===== src/rtl/out_data_misr_if.sv =====
// out_data_misr_if: handshake/data bundle between the word source and the MISR stage.
// Ports: start/clr control, in_valid/in_data word stream, sig_valid/sig_ready/sig_data result,
//        busy/word_cnt/drop_cnt status and probe_data live MISR view.
interface out_data_misr_if #(
  parameter int WORD_W = 96,
  parameter int SIG_W  = 32,
  parameter int CNT_W  = 16
);
  logic              start;
  logic              clr;
  logic              in_valid;
  logic [WORD_W-1:0] in_data;
  logic              sig_valid;
  logic              sig_ready;
  logic [SIG_W-1:0]  sig_data;
  logic              busy;
  logic [CNT_W-1:0]  word_cnt;
  logic [7:0]        drop_cnt;
  logic [SIG_W-1:0]  probe_data;

  // Word source / signature consumer side.
  modport master (
    output start, clr, in_valid, in_data, sig_ready,
    input  sig_valid, sig_data, busy, word_cnt, drop_cnt, probe_data
  );

  // MISR stage side.
  modport slave (
    input  start, clr, in_valid, in_data, sig_ready,
    output sig_valid, sig_data, busy, word_cnt, drop_cnt, probe_data
  );
endinterface


===== src/rtl/out_data_misr.sv =====
// out_data_misr: folds WIN_LEN qualified words into a SIG_W-bit MISR and offers the signature.
// Latency: signature valid on the edge after the last accepted word; sig_valid drops the edge after acceptance.
// Backpressure: DONE holds sig_data/MISR frozen until sig_ready; words arriving meanwhile only bump drop_cnt.
// Ports: clkin_data (clock), rstn_data (async active-low reset), bus (out_data_misr_if.slave).
module out_data_misr #(
  parameter int               WORD_W  = 96,
  parameter int               SIG_W   = 32,
  parameter int               WIN_LEN = 16,
  parameter int               CNT_W   = 16,
  parameter logic [SIG_W-1:0] POLY    = 32'h04C11DB7,
  parameter logic [SIG_W-1:0] SEED    = 32'hFFFFFFFF
) (
  input  logic         clkin_data,
  input  logic         rstn_data,
  out_data_misr_if.slave bus
);

  localparam int               N_SLICE  = WORD_W / SIG_W;
  localparam logic [CNT_W-1:0] LAST_IDX = CNT_W'(WIN_LEN - 1);

  typedef enum logic [1:0] {
    ST_IDLE = 2'd0,
    ST_RUN  = 2'd1,
    ST_DONE = 2'd2
  } state_t;

  state_t           r_state;
  state_t           w_state_nxt;
  logic [SIG_W-1:0] r_misr;
  logic [SIG_W-1:0] r_sig_data;
  logic [CNT_W-1:0] r_word_cnt;
  logic [7:0]       r_drop_cnt;
  logic [SIG_W-1:0] w_fold;
  logic [SIG_W-1:0] w_misr_nxt;
  logic             w_accept;
  logic             w_last;

  // Compress the wide word to one signature-width value before it enters the MISR.
  always_comb begin
    w_fold = '0;
    for (int k = 0; k < N_SLICE; k++) begin
      w_fold = w_fold ^ bus.in_data[k*SIG_W +: SIG_W];
    end
  end

  // Galois-style step: shift, reduce by POLY when the MSB falls out, then inject the folded word.
  assign w_misr_nxt = {r_misr[SIG_W-2:0], 1'b0} ^ (r_misr[SIG_W-1] ? POLY : '0) ^ w_fold;

  assign w_accept = (r_state == ST_RUN) && bus.in_valid;
  assign w_last   = w_accept && (r_word_cnt == LAST_IDX);

  always_ff @(posedge clkin_data or negedge rstn_data) begin
    if (!rstn_data) begin
      r_state <= ST_IDLE;
    end else begin
      r_state <= w_state_nxt;
    end
  end

  always_comb begin
    w_state_nxt = r_state;
    if (bus.clr) begin
      w_state_nxt = ST_IDLE;
    end else begin
      case (r_state)
        ST_IDLE: if (bus.start)     w_state_nxt = ST_RUN;
        ST_RUN:  if (w_last)        w_state_nxt = ST_DONE;
        ST_DONE: if (bus.sig_ready) w_state_nxt = ST_IDLE;
        default:                    w_state_nxt = ST_IDLE;
      endcase
    end
  end

  always_ff @(posedge clkin_data or negedge rstn_data) begin
    if (!rstn_data) begin
      r_misr     <= SEED;
      r_word_cnt <= '0;
      r_sig_data <= '0;
    end else if (bus.clr) begin
      // Abort keeps the last signature visible; only the accumulation restarts.
      r_misr     <= SEED;
      r_word_cnt <= '0;
    end else if ((r_state == ST_IDLE) && bus.start) begin
      r_misr     <= SEED;
      r_word_cnt <= '0;
    end else if (w_accept) begin
      r_misr     <= w_misr_nxt;
      r_word_cnt <= r_word_cnt + CNT_W'(1);
      if (w_last) begin
        r_sig_data <= w_misr_nxt;
      end
    end
  end

  // Words offered while the signature waits are lost; count them so the harness can tell.
  always_ff @(posedge clkin_data or negedge rstn_data) begin
    if (!rstn_data) begin
      r_drop_cnt <= '0;
    end else if (!bus.clr && (r_state == ST_DONE) && bus.in_valid && (r_drop_cnt != 8'hFF)) begin
      r_drop_cnt <= r_drop_cnt + 8'd1;
    end
  end

  assign bus.sig_valid  = (r_state == ST_DONE);
  assign bus.busy       = (r_state != ST_IDLE);
  assign bus.sig_data   = r_sig_data;
  assign bus.word_cnt   = r_word_cnt;
  assign bus.drop_cnt   = r_drop_cnt;
  assign bus.probe_data = r_misr;

endmodule


===== src/flat_wrapper.sv =====
// flat-port wrapper written by rule: the top's interface ports become plain ports
module out_data_misr_flat 
#(
  parameter int               WORD_W  = 96,
  parameter int               SIG_W   = 32,
  parameter int               WIN_LEN = 16,
  parameter int               CNT_W   = 16,
  parameter logic [SIG_W-1:0] POLY    = 32'h04C11DB7,
  parameter logic [SIG_W-1:0] SEED    = 32'hFFFFFFFF
)
  (clkin_data, rstn_data, bus_start, bus_clr, bus_in_valid, bus_in_data, bus_sig_ready, bus_sig_valid, bus_sig_data, bus_busy, bus_word_cnt, bus_drop_cnt, bus_probe_data);
  out_data_misr_if #(.WORD_W(WORD_W), .SIG_W(SIG_W), .CNT_W(CNT_W)) bus_i ();
  input  logic clkin_data;
  input  logic rstn_data;
  input wire logic [$bits(bus_i.start)-1:0] bus_start;
  input wire logic [$bits(bus_i.clr)-1:0] bus_clr;
  input wire logic [$bits(bus_i.in_valid)-1:0] bus_in_valid;
  input wire logic [$bits(bus_i.in_data)-1:0] bus_in_data;
  input wire logic [$bits(bus_i.sig_ready)-1:0] bus_sig_ready;
  output wire logic [$bits(bus_i.sig_valid)-1:0] bus_sig_valid;
  output wire logic [$bits(bus_i.sig_data)-1:0] bus_sig_data;
  output wire logic [$bits(bus_i.busy)-1:0] bus_busy;
  output wire logic [$bits(bus_i.word_cnt)-1:0] bus_word_cnt;
  output wire logic [$bits(bus_i.drop_cnt)-1:0] bus_drop_cnt;
  output wire logic [$bits(bus_i.probe_data)-1:0] bus_probe_data;
  assign bus_i.start = bus_start;
  assign bus_i.clr = bus_clr;
  assign bus_i.in_valid = bus_in_valid;
  assign bus_i.in_data = bus_in_data;
  assign bus_i.sig_ready = bus_sig_ready;
  assign bus_sig_valid = bus_i.sig_valid;
  assign bus_sig_data = bus_i.sig_data;
  assign bus_busy = bus_i.busy;
  assign bus_word_cnt = bus_i.word_cnt;
  assign bus_drop_cnt = bus_i.drop_cnt;
  assign bus_probe_data = bus_i.probe_data;
  out_data_misr #(.WORD_W(WORD_W), .SIG_W(SIG_W), .WIN_LEN(WIN_LEN), .CNT_W(CNT_W), .POLY(POLY), .SEED(SEED)) u_core (.clkin_data(clkin_data), .rstn_data(rstn_data), .bus(bus_i));
endmodule

===== config.mk =====
export PLATFORM = sky130hd
export DESIGN_NAME = out_data_misr_flat
export DESIGN_NICKNAME = d
export VERILOG_FILES = /design/src/rtl/out_data_misr_if.sv /design/src/rtl/out_data_misr.sv /design/src/flat_wrapper.sv
export SDC_FILE = /design/constraint.sdc
export NUM_CORES = 1
export LEC_CHECK = 0
export CORE_UTILIZATION = 40
export CTS_CLUSTER_DIAMETER = 80
export CTS_CLUSTER_SIZE = 28
export DETAILED_ROUTE_END_ITERATION = 12
export PLACE_DENSITY = 0.75
export SLEW_MARGIN = 20
export SYNTH_ARGS = -nofsm -noshare
export SYNTH_HDL_FRONTEND = slang
export SYNTH_SLANG_ARGS = --single-unit

===== constraint.sdc =====
create_clock -name clkin_data -period 4.52 [get_ports clkin_data]
set_input_delay 0.452 -clock clkin_data [delete_from_list [all_inputs] [get_ports clkin_data]]
set_output_delay 0.452 -clock clkin_data [all_outputs]
set_load 0.01 [all_outputs]

==> CHANGELOG.md <==
## Flow update

* Status: complete, but fails checks
* Failing checks: design-rule violations
* DIE HEIGHT at 112 um
* Total power at 1.97 mW
* Multi-input gates at 337
* Ys flops at 90
* Power per cell area at 276 nW/um2
* WHS at 176 ps
* Logic share of the area at 33.8%
* Setup crit start: bus_in_valid
* Gr busiest metal: met2
* Number of max-cap violations at 0
* Num rows at 39
* CLK BUF at 10
* Maximum vdd drop at 157 uV
* Largest net degree at the start of global routing at 91
* Area leader share at 30.1%
* Clk buf depth at 2
* Worst Setup EP: u_core.bus.sig_data[12]
* Initial antenna violation count at 0
* Syn Area/Cell at 10.6 um2
* Met2 GRT Util at 34.3%
* Synth Flop Type: dfrtp_1
* First-pass GRT wire length at 19600 um
* Post-CTS Resized at 0
* DRC at 13
* Vias in the first global route at 4017
* Slack of the critical path at 1850 ps
* GR Util met3 at 4.79%
* Syn Std Cell Area at 4820 um2
* Top cells by area: dfrtp_1 (30%), xnor2_1 (19%), dfstp_2 (17%), mux2_2 (6.5%), nand2_1 (5.8%)
* Area leader, netlist: dfrtp_1
* Clk tree area frac at 4.27%
* Clk slew on worst S/H paths at 60 ps
* GRT overflow at 0
* Starting Density at 41.6%
* Yosys cell types at 37
* Synth async-reset ratio at 100%
* Post-synth EDFFs at 0
* Crit path cell chain: clkdlybuf4s50_1 -> and3b_1 -> buf_4 -> nand2_1 -> nor4_4 -> buf_4 -> mux2_2
* Worst reg2reg setup slack at 2020 ps
* Reg2Reg Capture Point: u_core.bus.sig_data[12]
* Area grow syn2layout at 48.5%
* Post-cts hold-fix buffer tally at 0
* Register share after synthesis at 47.6%
* Most numerous logic cell after layout: clkdlybuf4s50_1
* Setup_tns at 0 ps
* Reg2reg start: u_core.r_state[0]
* Core area at 11600 um2
* Count of input and output buffers at 191
* Final setup violating endpoints at 0
* Final period utilization at 59.0%
* WL met2 at 6070 um
* Clock Skew at 9.45 ps
* Leakage at 2.96 nW
* Critical path startpoint category: primary input
* Sinks on Clock Net at 90
* Detailed Place HPWL at 8790 um
* RSZ-0062 raised after global routing: false
* Worst path max stage delay at 560 ps
* Share of layout cells above drive strength 1 at 12.9%
* Post-DP Area at 6840 um2
* TAP cells at 143
* Setup CP Type: primary input to register
* WL met3 at 782 um
* N_diodes at 0
* Top logic cells by instance count in the layout: clkdlybuf4s50_1 (190), xnor2_1 (102), nand2_1 (75), dfrtp_1 (58), dfstp_2 (32)
* Placed insts at 770
* Post-route ant nets at 0
* CP most frequent cell: buf_4
* F_max at 375 MHz
* Drt initial violations at 84
* Setup Buffers After CTS at 0
* Top class by area: combinational gates
* Final net count at 742
* Mapped Cells at 453
* Die Span X at 112 um
* Fin. max-slew vios at 0
* Final non-clock buffer share at 27.0%
* Post-Syn Nets at 557
* Bufs w/o clock at 193
* # Cells Yosys at 453
* CP arrival at 2880 ps
* Worst path required time at 4730 ps
* Worst-margin pin slew at 892 ps
* Crit path time final at 2670 ps
* Fin cells at 786
* CP Max Fanout at 34
* Met1 Use GR at 23.6%
* Slowest-stage cell, CP: clkdlybuf4s50_1
* Root buffer cell: clkbuf_16
* Via density per instance at 4.96
* Slew HR at 40.4%
* YS chip area at 4820 um2
* Comb area at 2420 um2
* Crit end category: register
* Cells on worst reg2reg path at 6
* Chip Area at 12500 um2
* Top layer in use: met4
* Yosys warning tally at 0
* Boundary pin count at 192
* Initial DRT Pass Iterations at 8
* Final Hold Violation Tally at 0
* Design area at 7150 um2
* Synth top cells by count: xnor2_1 (102), nand2_1 (75), dfrtp_1 (58), dfstp_2 (32), mux2_2 (28)
* Htree depth at 3
* CTS tree: yes
* Hold Crit Class: primary input to async pin
* Worst slack at placement at 1500 ps
* Late-Pin Clk Latency at 330 ps
* Layout inverter count without the clock tree at 7
* Fill cells at 977
* Top-count cell post-synth: xnor2_1
* Tool Warnings at 26
* Placer Congestion at 0.755
* Wire length on met1 at 5090 um
==> worst max-delay path, delay by kind of cell <==
| family | cells | cell delay, ps |
|---|---|---|
| muxes | 1 | 400 |
| and+or+nand+nor | 3 | 640 |
| buffers and inverters | 3 | 1380 |
==> kinds of logic after synthesis <==
| family | share of synthesized area (%) |
|---|---|
| AOI/OAI and AO/OA | 4.99 |
| xor gates and xnor gates | 22.7 |
| adders and majority gates | 0.520 |
| buffers and inverters | 2.42 |
| DFF | 47.6 |
| muxes | 7.85 |
| and+or+nand+nor | 13.9 |
==> power breakdown <==
group / switching (mW) / total (mW) / leakage (nW) / internal, mW
Clock: 0.314 / 0.758 / 0.141 / 0.444
Combinational: 0.159 / 0.362 / 1.70 / 0.203
Sequential: 0.0195 / 0.850 / 1.12 / 0.831
Total: 0.492 / 1.97 / 2.96 / 1.48
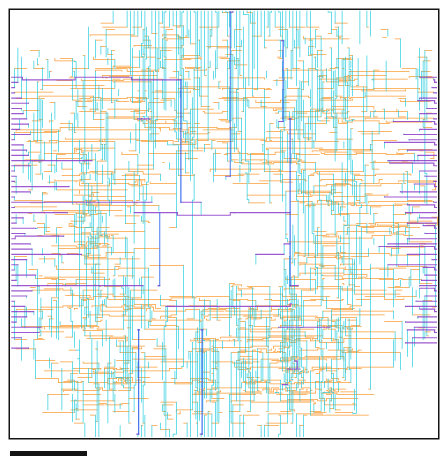
**Above:** signal wires by layer.
Scale bar: 20 um.
[met2] cyan | wire length: 6070 um
[met4] blue | wire length: 213 um
[met3] purple | wire length: 783 um
[met1] orange | wire length: 5090 um
Global Route Usage Sum: 19.6%
Vias: 3898
Routed wire per std cell: 15.5 um
final wirelength: 12200 um

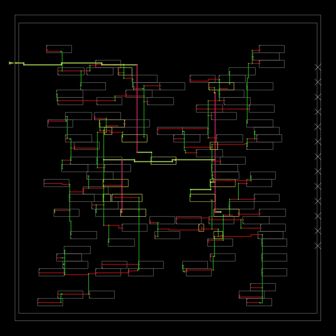
**Above:** clock wiring as the flow saved it.
flop count: 90
CTS Buf Count: 9

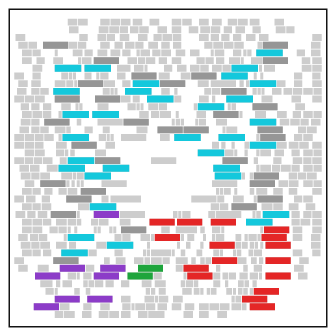
**Above:** where the registers sit.
Other sequential cells in the stronger grey, the rest of the logic in the fainter grey.
[u_core.bus.word_cnt] red | sequential cells: 16
[u_core.bus.probe_data] cyan | sequential cells: 32
[u_core.r_state] green | sequential cells: 2
[u_core.bus.drop_cnt] purple | sequential cells: 8 | where: south-west
seq pwr: 0.850 mW
Seq/total area: 32.1%
Final Util: 61.8%
Seq. cell area: 2290 um2

Power and IR drop assume default switching activity.
